--- src/rtl/rtc_arb_pkg.sv ---
// Shared definitions for the RTC bus access arbiter: FSM states, transaction
// codes, requester indices and the small selection helpers.
package rtc_arb_pkg;

  typedef enum logic [1:0] {
    REPOSO = 2'd0,
    LANZA  = 2'd1,
    ESPERA = 2'd2,
    CIERRE = 2'd3
  } estado_t;

  localparam logic [2:0] COD_INIT      = 3'd0;
  localparam logic [2:0] COD_ESC_FECHA = 3'd1;
  localparam logic [2:0] COD_ESC_HORA  = 3'd2;
  localparam logic [2:0] COD_ESC_CRONO = 3'd3;
  localparam logic [2:0] COD_LECTURA   = 3'd4;

  localparam int IDX_INIT    = 0;
  localparam int IDX_FECHA   = 1;
  localparam int IDX_HORA    = 2;
  localparam int IDX_CRONO   = 3;
  localparam int IDX_LECTURA = 4;

  // Transaction code equals requester index, so the grant is a one-hot of the code.
  function automatic logic [4:0] gnt_de_cod(input logic [2:0] cod);
    logic [4:0] g;
    case (cod)
      COD_INIT:      g = 5'b00001;
      COD_ESC_FECHA: g = 5'b00010;
      COD_ESC_HORA:  g = 5'b00100;
      COD_ESC_CRONO: g = 5'b01000;
      COD_LECTURA:   g = 5'b10000;
      default:       g = 5'b00000;
    endcase
    return g;
  endfunction

  function automatic logic es_escritura(input logic [2:0] cod);
    return (cod == COD_ESC_FECHA) || (cod == COD_ESC_HORA) || (cod == COD_ESC_CRONO);
  endfunction

  // Round-robin over writes 1..3, search starts after the last winner; 0 means none.
  function automatic logic [2:0] rr_ganador(input logic [3:1] w, input logic [1:0] rr);
    logic [2:0] g;
    g = 3'd0;
    case (rr)
      2'd1: begin
        if (w[2])      g = 3'd2;
        else if (w[3]) g = 3'd3;
        else if (w[1]) g = 3'd1;
        else           g = 3'd0;
      end
      2'd2: begin
        if (w[3])      g = 3'd3;
        else if (w[1]) g = 3'd1;
        else if (w[2]) g = 3'd2;
        else           g = 3'd0;
      end
      default: begin
        if (w[1])      g = 3'd1;
        else if (w[2]) g = 3'd2;
        else if (w[3]) g = 3'd3;
        else           g = 3'd0;
      end
    endcase
    return g;
  endfunction

endpackage

--- src/rtl/arbitro_acceso_rtc_temporizador_lectura.sv ---
// Periodic read timer: free-running while enabled, raises a single
// non-queued pending flag at each terminal count.
module temporizador_lectura #(
  parameter int PERIODO = 1000000
) (
  input  logic reloj,
  input  logic resetM,
  input  logic hab,
  input  logic consumir,
  output logic pend
);

  localparam int              W   = $clog2(PERIODO);
  localparam logic [W-1:0]    FIN = W'(PERIODO - 1);

  logic [W-1:0] r_cnt;
  logic         r_pend;
  logic         w_tc;

  assign w_tc = hab && (r_cnt == FIN);
  assign pend = r_pend;

  // Counter and pending flag; a terminal count wins over a same-cycle consume.
  always_ff @(posedge reloj) begin
    if (resetM) begin
      r_cnt  <= '0;
      r_pend <= 1'b0;
    end else if (!hab) begin
      r_cnt  <= '0;
      r_pend <= 1'b0;
    end else begin
      r_cnt <= w_tc ? '0 : r_cnt + W'(1);
      if (w_tc)          r_pend <= 1'b1;
      else if (consumir) r_pend <= 1'b0;
      else               r_pend <= r_pend;
    end
  end

endmodule

--- src/rtl/arbitro_acceso_rtc.sv ---
// Arbiter that serialises INIT, write and periodic-read transactions onto the
// RTC bus engine, one at a time, with timeout supervision.
module arbitro_acceso_rtc
  import rtc_arb_pkg::*;
#(
  parameter int PERIODO_LECTURA = 1000000,
  parameter int TIMEOUT_CICLOS  = 4096
) (
  input  logic       reloj,
  input  logic       resetM,
  input  logic [3:0] req,
  input  logic       hab_lectura,
  input  logic       fin,
  output logic       inicio,
  output logic [2:0] cod_trans,
  output logic [4:0] gnt,
  output logic [3:0] ack,
  output logic       sync,
  output logic       err_trans,
  output logic       err_timeout,
  output logic       ini_hecho
);

  localparam int              TO_W   = $clog2(TIMEOUT_CICLOS);
  localparam logic [TO_W-1:0] TO_FIN = TO_W'(TIMEOUT_CICLOS - 1);

  estado_t         r_estado;
  logic [2:0]      r_cod;
  logic [4:0]      r_gnt;
  logic            r_inicio;
  logic [3:0]      r_ack;
  logic            r_sync;
  logic            r_err_trans;
  logic            r_err_timeout;
  logic            r_ini_hecho;
  logic [1:0]      r_rr;
  logic [TO_W-1:0] r_to_cnt;

  logic            w_pend;
  logic            w_consumir;
  logic            w_hay;
  logic [2:0]      w_gan;
  logic [2:0]      w_rr;
  logic            w_ok;

  temporizador_lectura #(.PERIODO(PERIODO_LECTURA)) u_temporizador (
    .reloj    (reloj),
    .resetM   (resetM),
    .hab      (hab_lectura),
    .consumir (w_consumir),
    .pend     (w_pend)
  );

  // Candidate selection: INIT first, then round-robin writes, then the read.
  always_comb begin
    w_hay = 1'b0;
    w_gan = COD_INIT;
    w_rr  = rr_ganador(req[3:1], r_rr);
    if (req[IDX_INIT]) begin
      w_hay = 1'b1;
      w_gan = COD_INIT;
    end else if (r_ini_hecho && (w_rr != 3'd0)) begin
      w_hay = 1'b1;
      w_gan = w_rr;
    end else if (r_ini_hecho && w_pend) begin
      w_hay = 1'b1;
      w_gan = COD_LECTURA;
    end else begin
      w_hay = 1'b0;
      w_gan = COD_INIT;
    end
  end

  assign w_consumir = (r_estado == REPOSO) && w_hay && (w_gan == COD_LECTURA);
  assign w_ok       = fin;

  // Transaction FSM; every output is a register updated here.
  always_ff @(posedge reloj) begin
    if (resetM) begin
      r_estado      <= REPOSO;
      r_cod         <= COD_INIT;
      r_gnt         <= 5'b00000;
      r_inicio      <= 1'b0;
      r_ack         <= 4'b0000;
      r_sync        <= 1'b0;
      r_err_trans   <= 1'b0;
      r_err_timeout <= 1'b0;
      r_ini_hecho   <= 1'b0;
      r_rr          <= 2'd3;
      r_to_cnt      <= '0;
    end else begin
      r_inicio    <= 1'b0;
      r_ack       <= 4'b0000;
      r_sync      <= 1'b0;
      r_err_trans <= 1'b0;
      case (r_estado)
        REPOSO: begin
          if (w_hay) begin
            r_cod    <= w_gan;
            r_gnt    <= gnt_de_cod(w_gan);
            r_inicio <= 1'b1;
            r_estado <= LANZA;
          end else begin
            r_estado <= REPOSO;
          end
        end
        LANZA: begin
          r_to_cnt <= '0;
          r_estado <= ESPERA;
        end
        ESPERA: begin
          if (w_ok || (r_to_cnt == TO_FIN)) begin
            // Completion pulses are registered here so they show during CIERRE.
            r_estado <= CIERRE;
            if (r_cod != COD_LECTURA) r_ack <= 4'b0001 << r_cod[1:0];
            if (es_escritura(r_cod))  r_rr  <= r_cod[1:0];
            if (w_ok) begin
              if (r_cod == COD_INIT)    r_ini_hecho <= 1'b1;
              if (r_cod == COD_LECTURA) r_sync      <= 1'b1;
            end else begin
              r_err_trans   <= 1'b1;
              r_err_timeout <= 1'b1;
            end
          end else begin
            r_to_cnt <= r_to_cnt + TO_W'(1);
          end
        end
        CIERRE: begin
          r_gnt    <= 5'b00000;
          r_cod    <= COD_INIT;
          r_estado <= REPOSO;
        end
        default: begin
          r_estado <= REPOSO;
        end
      endcase
    end
  end

  assign inicio      = r_inicio;
  assign cod_trans   = r_cod;
  assign gnt         = r_gnt;
  assign ack         = r_ack;
  assign sync        = r_sync;
  assign err_trans   = r_err_trans;
  assign err_timeout = r_err_timeout;
  assign ini_hecho   = r_ini_hecho;

endmodule
--- config.mk ---
export PLATFORM = sky130hd
export DESIGN_NAME = arbitro_acceso_rtc
export DESIGN_NICKNAME = d
export VERILOG_FILES = /design/src/rtl/rtc_arb_pkg.sv /design/src/rtl/arbitro_acceso_rtc_temporizador_lectura.sv /design/src/rtl/arbitro_acceso_rtc.sv
export SDC_FILE = /design/constraint.sdc
export NUM_CORES = 1
export LEC_CHECK = 0
export CAP_MARGIN = 5
export CORE_ASPECT_RATIO = 0.9
export CORE_UTILIZATION = 45
export CTS_BUF_LIST = sky130_fd_sc_hd__clkbuf_8
export CTS_CLUSTER_DIAMETER = 200
export DETAILED_ROUTE_END_ITERATION = 8
export PLACE_DENSITY = 0.62
export RECOVER_POWER = 50
export SETUP_SLACK_MARGIN = 0.5
export SYNTH_ARGS = -nofsm -noshare
export SYNTH_HDL_FRONTEND = slang
export SYNTH_SLANG_ARGS = --single-unit
--- constraint.sdc ---
create_clock -name reloj -period 2.84 [get_ports reloj]
set_input_delay 0.284 -clock reloj [delete_from_list [all_inputs] [get_ports reloj]]
set_output_delay 0.284 -clock reloj [all_outputs]
set_load 0.03 [all_outputs]
Fig. 1: ports around the boundary
Pins as bars across the die edge, other pins in grey.
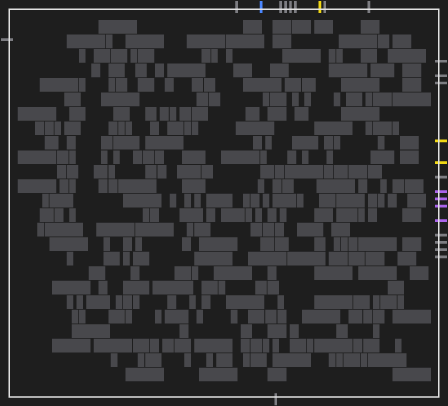
| port | colour | pins | direction | edge |
|---|---|---|---|---|
| err_timeout | blue | 1 | output | top |
| cod_trans | yellow | 3 | output | 2 right, 1 top |
| req | purple | 4 | input | right |

Fig. 2: routed clock nets over the placement
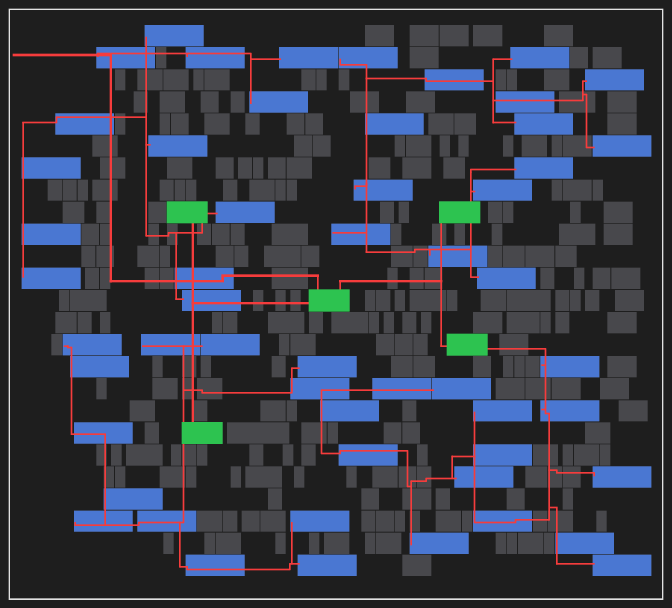
[clock wires] red | length: 627 µm
[cells driving clock nets] green | count: 5
[flip-flops] blue | count: 54
routed clock nets: 6
flops lie: all over the die

Fig. 3: sizing map
Scale bar: 20 µm.
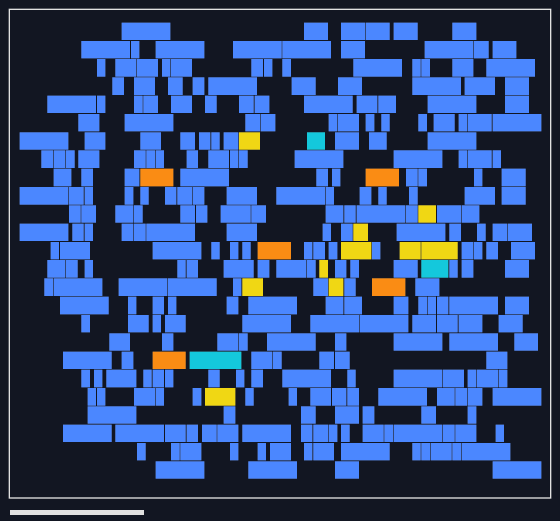
| size | colour | cells | share |
|---|---|---|---|
| drive 3 to 4 | cyan | 3 | 0.96% |
| drive 1 or less | blue | 295 | 94% |
| drive 2 | yellow | 10 | 3.2% |
| drive 6 and up | orange | 5 | 1.6% |
final instance area: 2860 µm²
Buffers, non-clock: 26

Fig. 4: the clock network
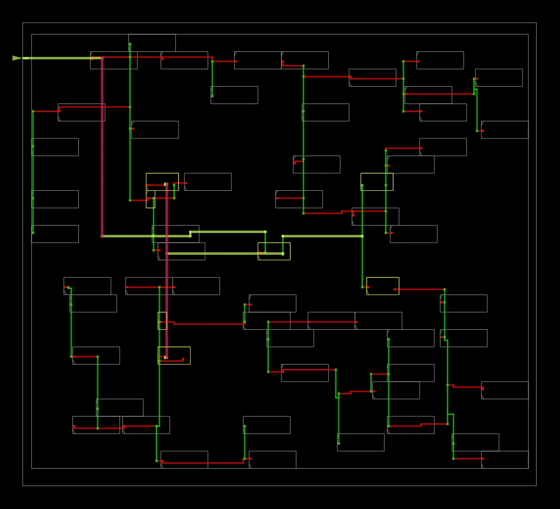
clock sink count: 54
clock skew: 5.77 ps
layout sequential cell count: 54
Clk. pwr: 0.000391 W
clk latency late pin: 300 ps

Fig. 5: cell classes on the final placement
Scale bar: 20 µm.
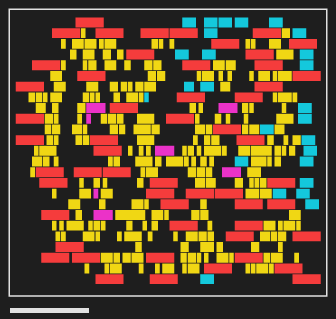
| class | colour | cells | share of their area |
|---|---|---|---|
| flip-flops | red | 54 | 39% |
| other buffers and delay cells | cyan | 26 | 9.1% |
| all other logic | yellow | 226 | 49% |
| clock drivers and dummy loads | magenta | 7 | 2.8% |

==> reports/summary.txt <==
Status -> completed
Flip-flops with a built-in enable -> 0
Combinational power share -> 22.1%
Htree depth -> 2
First-pass GRT wire length -> 8260 µm
Avg Inst Size Synth -> 8.67 µm²
XOR/XNOR Area Share -> 7.75%
Seq/Total Area, Yosys -> 43.5%
Adder Share, Synth -> 4.53%
Drt first-iter violations -> 71
Setup TNS -> 0 ps
Tool warnings -> 31
Routed wire per std cell -> 12.4 µm
Share of cells above drive strength 1 -> 5.75%
Family with the most delay on the worst path -> simple AND/OR/NAND/NOR gates
Yosys Instances -> 287
Setup violators final -> 0
Dpl cell area -> 2800 µm²
Worst setup margin -> 699 ps
Port Buffers -> 24
Pint -> 0.00107 W
Final Core Density -> 54.1%
Most numerous logic cells after layout -> dfxtp_1, nor2_1, nand2_1, a21oi_1
Critical Path RT -> 3090 ps
Seq pwr share -> 52.5%
Worst-path clk slew -> 90 ps
Actual slew at the worst max-slew pin -> 736 ps
Worst ir drop on vdd -> 230 µV
Endpoints failing hold -> 0
Largest register FFs -> 20
Top power group -> sequential cells
Fraction of registers with async set/reset -> 0%
First drt pass iteration count -> 4
Syn. warnings -> 0
Post-DR vias/cell -> 5.23
DP HPWL -> 3380 µm
Register Area -> 1080 µm²
Commonest flop -> dfxtp_1
Largest Register -> u_temporizador.r_cnt
Initial antenna violation count -> 0
Critical path, cell by cell -> inv_1 -> ha_1 -> nor3_1 -> nor2_1 -> o31ai_2 -> nor2b_1 -> a22o_1
Delay of the slowest critical-path stage -> 490 ps
Vias in the first global route -> 1812
Crit path launch type -> flip-flop
CORE AREA -> 5290 µm²
Power density cells -> 539 nW/µm²
Switching share of power -> 30.6%
Yosys cell counts (2+ instances only):
master / n / share of area (%)
o2111ai_1: 3 / 1.1
nor4_1: 3 / 0.75
buf_2: 4 / 0.80
nor3_1: 4 / 0.80
and4_1: 2 / 0.70
a31oi_1: 4 / 1.0
a211oi_1: 2 / 0.60
nor2b_1: 4 / 1.0
nand4_1: 3 / 0.75
and3b_1: 2 / 0.70
a21oi_1: 18 / 3.6
dfxtp_1: 54 / 43
a22oi_1: 2 / 0.60
xnor2_1: 6 / 2.1
nand2_1: 23 / 3.5
clkbuf_1: 3 / 0.45
or3_1: 2 / 0.50
nor2_1: 48 / 7.2
nand3b_1: 3 / 0.91
a31o_2: 2 / 0.70
o21ai_0: 9 / 1.8
a221o_1: 2 / 0.80
xor2_1: 16 / 5.6
and3_1: 5 / 1.3
ha_1: 9 / 4.5
nand3_1: 17 / 3.4
inv_1: 11 / 1.7
nand2b_1: 4 / 1.0
layer usage:
metal,vias up,part of all wire [%],global-route usage [%]
li1,1050,-,-
met1,910,54,25.6
met2,24,42,26.9
met3,5,2.7,3.90
met4,0,1.2,5.95
met5,-,0,0
worst paths after layout:
path                from           to  slack [ps]  depth (start not counted)
min reg2reg  err_timeout  err_timeout         450                          2
min          err_timeout  err_timeout         450                          2
max              r_rr[0]       gnt[1]         700                          7
max reg2reg      r_rr[0]       gnt[1]         700                          7
final cells by class:
cell class | count | share of cell area, %
multi-input cells | 214 | 46.2
flip-flops and latches | 54 | 37.8
repair buffers | 26 | 8.80
well taps | 67 | 2.93
clock buffers | 5 | 2.41
inverters | 12 | 1.58
clock inverters | 2 | 0.263
Power figures rest on the tool's default switching activity, not on a simulated workload.
